<file path="config.mk">
export PLATFORM = sky130hd
export DESIGN_NAME = seg7_scan_driver
export DESIGN_NICKNAME = d
export VERILOG_FILES = /design/src/rtl/seg7_scan_driver.sv
export SDC_FILE = /design/constraint.sdc
export NUM_CORES = 1
export LEC_CHECK = 0
export CAP_MARGIN = 20
export CORE_MARGIN = 2
export CORE_UTILIZATION = 25
export CTS_CLUSTER_DIAMETER = 120
export DETAILED_ROUTE_END_ITERATION = 12
export PLACE_DENSITY = 0.53
export SLEW_MARGIN = 20
export SYNTH_ARGS = -nofsm -noshare
export SYNTH_HDL_FRONTEND = slang
export SYNTH_SLANG_ARGS = --single-unit
export TNS_END_PERCENT = 5
</file>
<file path="constraint.sdc">
create_clock -name clk -period 4.6 [get_ports clk]
set_input_delay 0.92 -clock clk [delete_from_list [all_inputs] [get_ports clk]]
set_output_delay 0.92 -clock clk [all_outputs]
set_load 0.05 [all_outputs]
</file>
<file path="src/rtl/seg7_scan_driver.sv">
// Time-multiplexed seven-segment display driver: per-digit registers, scan
// prescaler with anti-ghosting guard, blink/blank, and pin polarity control.
module seg7_scan_driver #(
    parameter int unsigned NUM_DIGITS     = 4,
    parameter int unsigned REFRESH_DIV    = 100000,
    parameter int unsigned GUARD_CYCLES   = 16,
    parameter int unsigned BLINK_FRAMES   = 128,
    parameter bit          SEG_ACTIVE_LOW = 1'b1,
    parameter bit          AN_ACTIVE_LOW  = 1'b1,
    localparam int unsigned AW = (NUM_DIGITS > 1) ? $clog2(NUM_DIGITS) : 1
) (
    input  logic                  clk,
    input  logic                  rst_n,
    input  logic                  enable,
    input  logic                  wr_en,
    input  logic [AW-1:0]         wr_addr,
    input  logic [5:0]            wr_data,
    input  logic [NUM_DIGITS-1:0] blink_mask,
    output logic [6:0]            seg,
    output logic                  dp,
    output logic [NUM_DIGITS-1:0] an,
    output logic                  frame_done
);

    localparam int unsigned CW = $clog2(REFRESH_DIV);
    localparam int unsigned BW = (BLINK_FRAMES > 1) ? $clog2(BLINK_FRAMES) : 1;
    localparam logic [6:0]            SEG_INV = {7{SEG_ACTIVE_LOW}};
    localparam logic [NUM_DIGITS-1:0] AN_INV  = {NUM_DIGITS{AN_ACTIVE_LOW}};

    logic [5:0]            r_digit [NUM_DIGITS];
    logic [CW-1:0]         r_cnt;
    logic [AW-1:0]         r_ptr;
    logic [BW-1:0]         r_blink_cnt;
    logic                  r_blink_phase;
    logic [6:0]            r_seg;
    logic                  r_dp;
    logic [NUM_DIGITS-1:0] r_an;
    logic                  r_frame_done;

    logic                  w_slot_end;
    logic                  w_ptr_last;
    logic                  w_blink_last;
    logic                  w_guard_done;
    logic [5:0]            w_cur;
    logic                  w_dark;
    logic [6:0]            w_seg_ah;
    logic                  w_dp_ah;
    logic [NUM_DIGITS-1:0] w_an_ah;

    function automatic logic [6:0] f_decode(input logic [3:0] hex);
        case (hex)
            4'h0: f_decode = 7'h3F;
            4'h1: f_decode = 7'h06;
            4'h2: f_decode = 7'h5B;
            4'h3: f_decode = 7'h4F;
            4'h4: f_decode = 7'h66;
            4'h5: f_decode = 7'h6D;
            4'h6: f_decode = 7'h7D;
            4'h7: f_decode = 7'h07;
            4'h8: f_decode = 7'h7F;
            4'h9: f_decode = 7'h6F;
            4'hA: f_decode = 7'h77;
            4'hB: f_decode = 7'h7C;
            4'hC: f_decode = 7'h39;
            4'hD: f_decode = 7'h5E;
            4'hE: f_decode = 7'h79;
            default: f_decode = 7'h71;
        endcase
    endfunction

    assign w_slot_end   = (r_cnt == CW'(REFRESH_DIV - 1));
    assign w_ptr_last   = (r_ptr == AW'(NUM_DIGITS - 1));
    assign w_blink_last = (r_blink_cnt == BW'(BLINK_FRAMES - 1));

    // A zero-length guard would make the compare constant, so it is elaborated away.
    generate
        if (GUARD_CYCLES == 0) begin : g_no_guard
            assign w_guard_done = 1'b1;
        end else begin : g_guard
            assign w_guard_done = (r_cnt >= CW'(GUARD_CYCLES));
        end
    endgenerate

    // Digit registers; out-of-range addresses are dropped.
    always_ff @(posedge clk or negedge rst_n) begin
        if (!rst_n) begin
            r_digit <= '{default: 6'b100000};
        end else if (wr_en && (32'(wr_addr) < NUM_DIGITS)) begin
            r_digit[wr_addr] <= wr_data;
        end
    end

    // Scan prescaler, digit pointer and blink timebase; all parked at zero while disabled.
    always_ff @(posedge clk or negedge rst_n) begin
        if (!rst_n) begin
            r_cnt         <= '0;
            r_ptr         <= '0;
            r_blink_cnt   <= '0;
            r_blink_phase <= 1'b0;
        end else if (!enable) begin
            r_cnt         <= '0;
            r_ptr         <= '0;
            r_blink_cnt   <= '0;
            r_blink_phase <= 1'b0;
        end else if (w_slot_end) begin
            r_cnt <= '0;
            r_ptr <= w_ptr_last ? '0 : r_ptr + AW'(1);
            if (w_ptr_last) begin
                if (w_blink_last) begin
                    r_blink_cnt   <= '0;
                    r_blink_phase <= ~r_blink_phase;
                end else begin
                    r_blink_cnt <= r_blink_cnt + BW'(1);
                end
            end
        end else begin
            r_cnt <= r_cnt + CW'(1);
        end
    end

    // Active-high view of the pins for the current slot.
    always_comb begin
        w_seg_ah = '0;
        w_dp_ah  = 1'b0;
        w_an_ah  = '0;
        w_cur    = r_digit[r_ptr];
        w_dark   = w_cur[5] | (blink_mask[r_ptr] & r_blink_phase);
        if (enable && w_guard_done) begin
            w_an_ah[r_ptr] = 1'b1;
            if (!w_dark) begin
                w_seg_ah = f_decode(w_cur[3:0]);
                w_dp_ah  = w_cur[4];
            end
        end
    end

    always_ff @(posedge clk or negedge rst_n) begin
        if (!rst_n) begin
            r_seg        <= SEG_INV;
            r_dp         <= SEG_ACTIVE_LOW;
            r_an         <= AN_INV;
            r_frame_done <= 1'b0;
        end else begin
            r_seg        <= w_seg_ah ^ SEG_INV;
            r_dp         <= w_dp_ah ^ SEG_ACTIVE_LOW;
            r_an         <= w_an_ah ^ AN_INV;
            r_frame_done <= enable & w_slot_end & w_ptr_last;
        end
    end

    assign seg        = r_seg;
    assign dp         = r_dp;
    assign an         = r_an;
    assign frame_done = r_frame_done;

endmodule

</file>
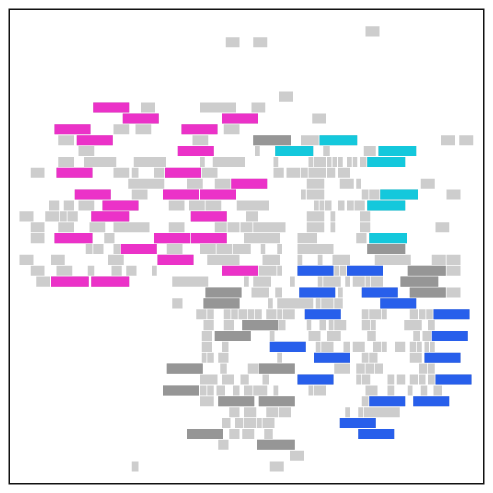
**Above:** sequential cells colored by netlist name.
Drawn at 4 px/µm.
r_digit: marked magenta, sequential cells 24. r_cnt: marked blue, sequential cells 17. seg: marked cyan, sequential cells 7.
Another 16 sequential cells are not colored.
final core utilization: 31.4%
register area: 0.00162 mm²
Power Sequential: 639 µW
Seq/total area: 40.7%

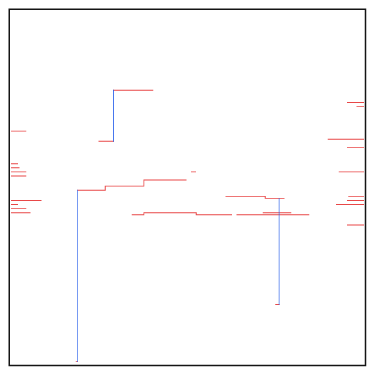
**Above:** signal wires by layer.
Drawn at 3 px/µm. Only two layers are drawn.
metal 3: marked red, wire length 247 µm. metal 4: marked blue, wire length 110 µm.
via count: 2273
GRT Overall Usage: 10.7%
final WL: 6850 µm
drt wl/cell: 13.9 µm

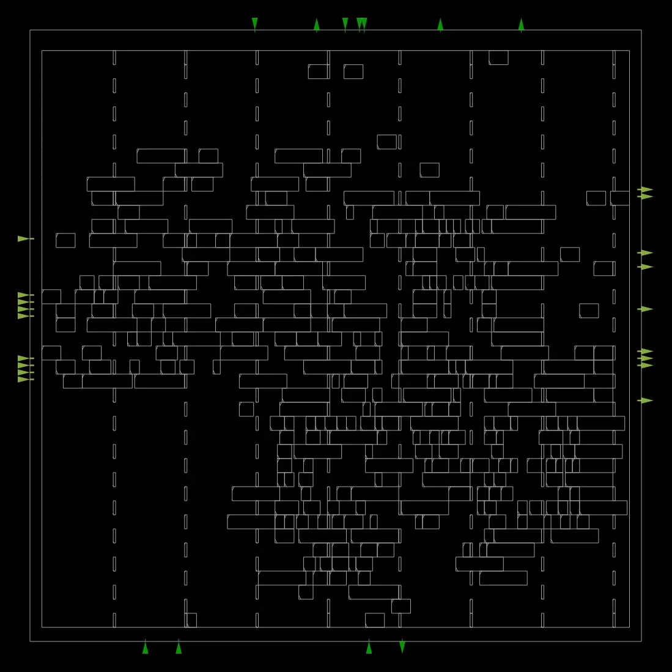
**Above:** placement view.
core area: 0.0127 mm²
flop count: 64
Core Rows: 41

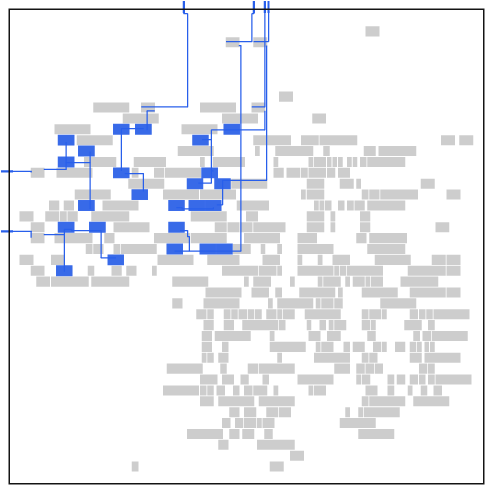
**Above:** port wiring.
Drawn at 4 px/µm.
wr_data: marked blue, bits 6, direction input, end cells 24, buffers 6, wire 376 µm.
IO Pins: 29
port bufs: 28

==> flow_summary_export.csv <==
group,metric,value,unit
final_timing,tns,0,ns
critical_path,cp-start-kind,"primary input",
drt,met1_length,3390,µm
global_routing,grtUsageMet1,14.2,%
critical_path,r2r_start,"r_cnt[12]",
global_routing,grt_pass1_vias,2277,
job,warnings,36,
layout,drive_above_1_share,21.4,%
yosys,synth_flops,64,
critical_path,crit_end,"seg[2]",
power_and_ir_drop,top_power_group,"sequential cells",
drt,first_pass_iters,4,
yosys,area_leaders,"dfrtp_1 37%, dfstp_2 13%, mux2_2 8.3%, ha_1 5.0%, mux4_2 4.1%",
floorplan,dieArea,0.0140,mm²
layout,final_cell_area,0.00398,mm²
yosys,synth_seq_share,49.7,%
floorplan,fp_util,25.7,%
placed_design,dp_worst_setup_slack,1.43,ns
power_and_ir_drop,p_int,1.08,mW
yosys,synthCells,287,
final_timing,slew_violations,0,
power_and_ir_drop,p_total,1.44,mW
floorplan,die-width,118,µm
clock_network,htreeDepth,3,
critical_path,worst-path-max-fanout,10,
clock_network,path_clk_slew,0.05,ns
yosys,synth_area_leader_cell,"dfrtp_1",
yosys,synth-simple-area-share,15.6,%
power_and_ir_drop,clk-power,614,µW
yosys,ys_area,0.00326,mm²
drt,drc,0,
layout,largest_reg_flops,24,
layout,reg.largest.list,"r_digit (24), r_cnt (17)",
global_routing,grt_pass1_wl,11800,µm
final_timing,setup_ws,1.77,ns
power_and_ir_drop,power.density,361,mW/mm²
critical_path,path_buffers,2,
final_timing,period_used_share,61.5,%
worst_hold_path,holdPathEnd,"r_cnt[0]",
status,status,"finished clean",
drt,dr.first_iter.drc_count,83,
critical_path,crit_family,"buffers and inverters",
layout,clock_area_share,6.75,%
yosys,fp_nets,316,
global_routing,grt_max_degree,34,
clock_network,cts-hold-fix-buffers,0,
clock_network,cts_setup_buffers,0,
placed_design,dpl_cell_area,0.00371,mm²
layout,syn2layout_area_growth,22.1,%
floorplan,die_h,118,µm
layout,nets,346,
critical_path,path_class,"primary input to flip-flop",
layout,fin_cells,494,
critical_path,startpoint,"enable",
placed_design,place.gp.congestion,0.727,
final_timing,worstMarginPinSlew,0.932,ns
yosys,avgSynthCellArea,11.4,µm²
power_and_ir_drop,p_sw,356,µW
yosys,aoi_share,10.1,%
critical_path,arrival,3.05,ns
Power figures rest on the tool's default switching activity, not on a simulated workload.
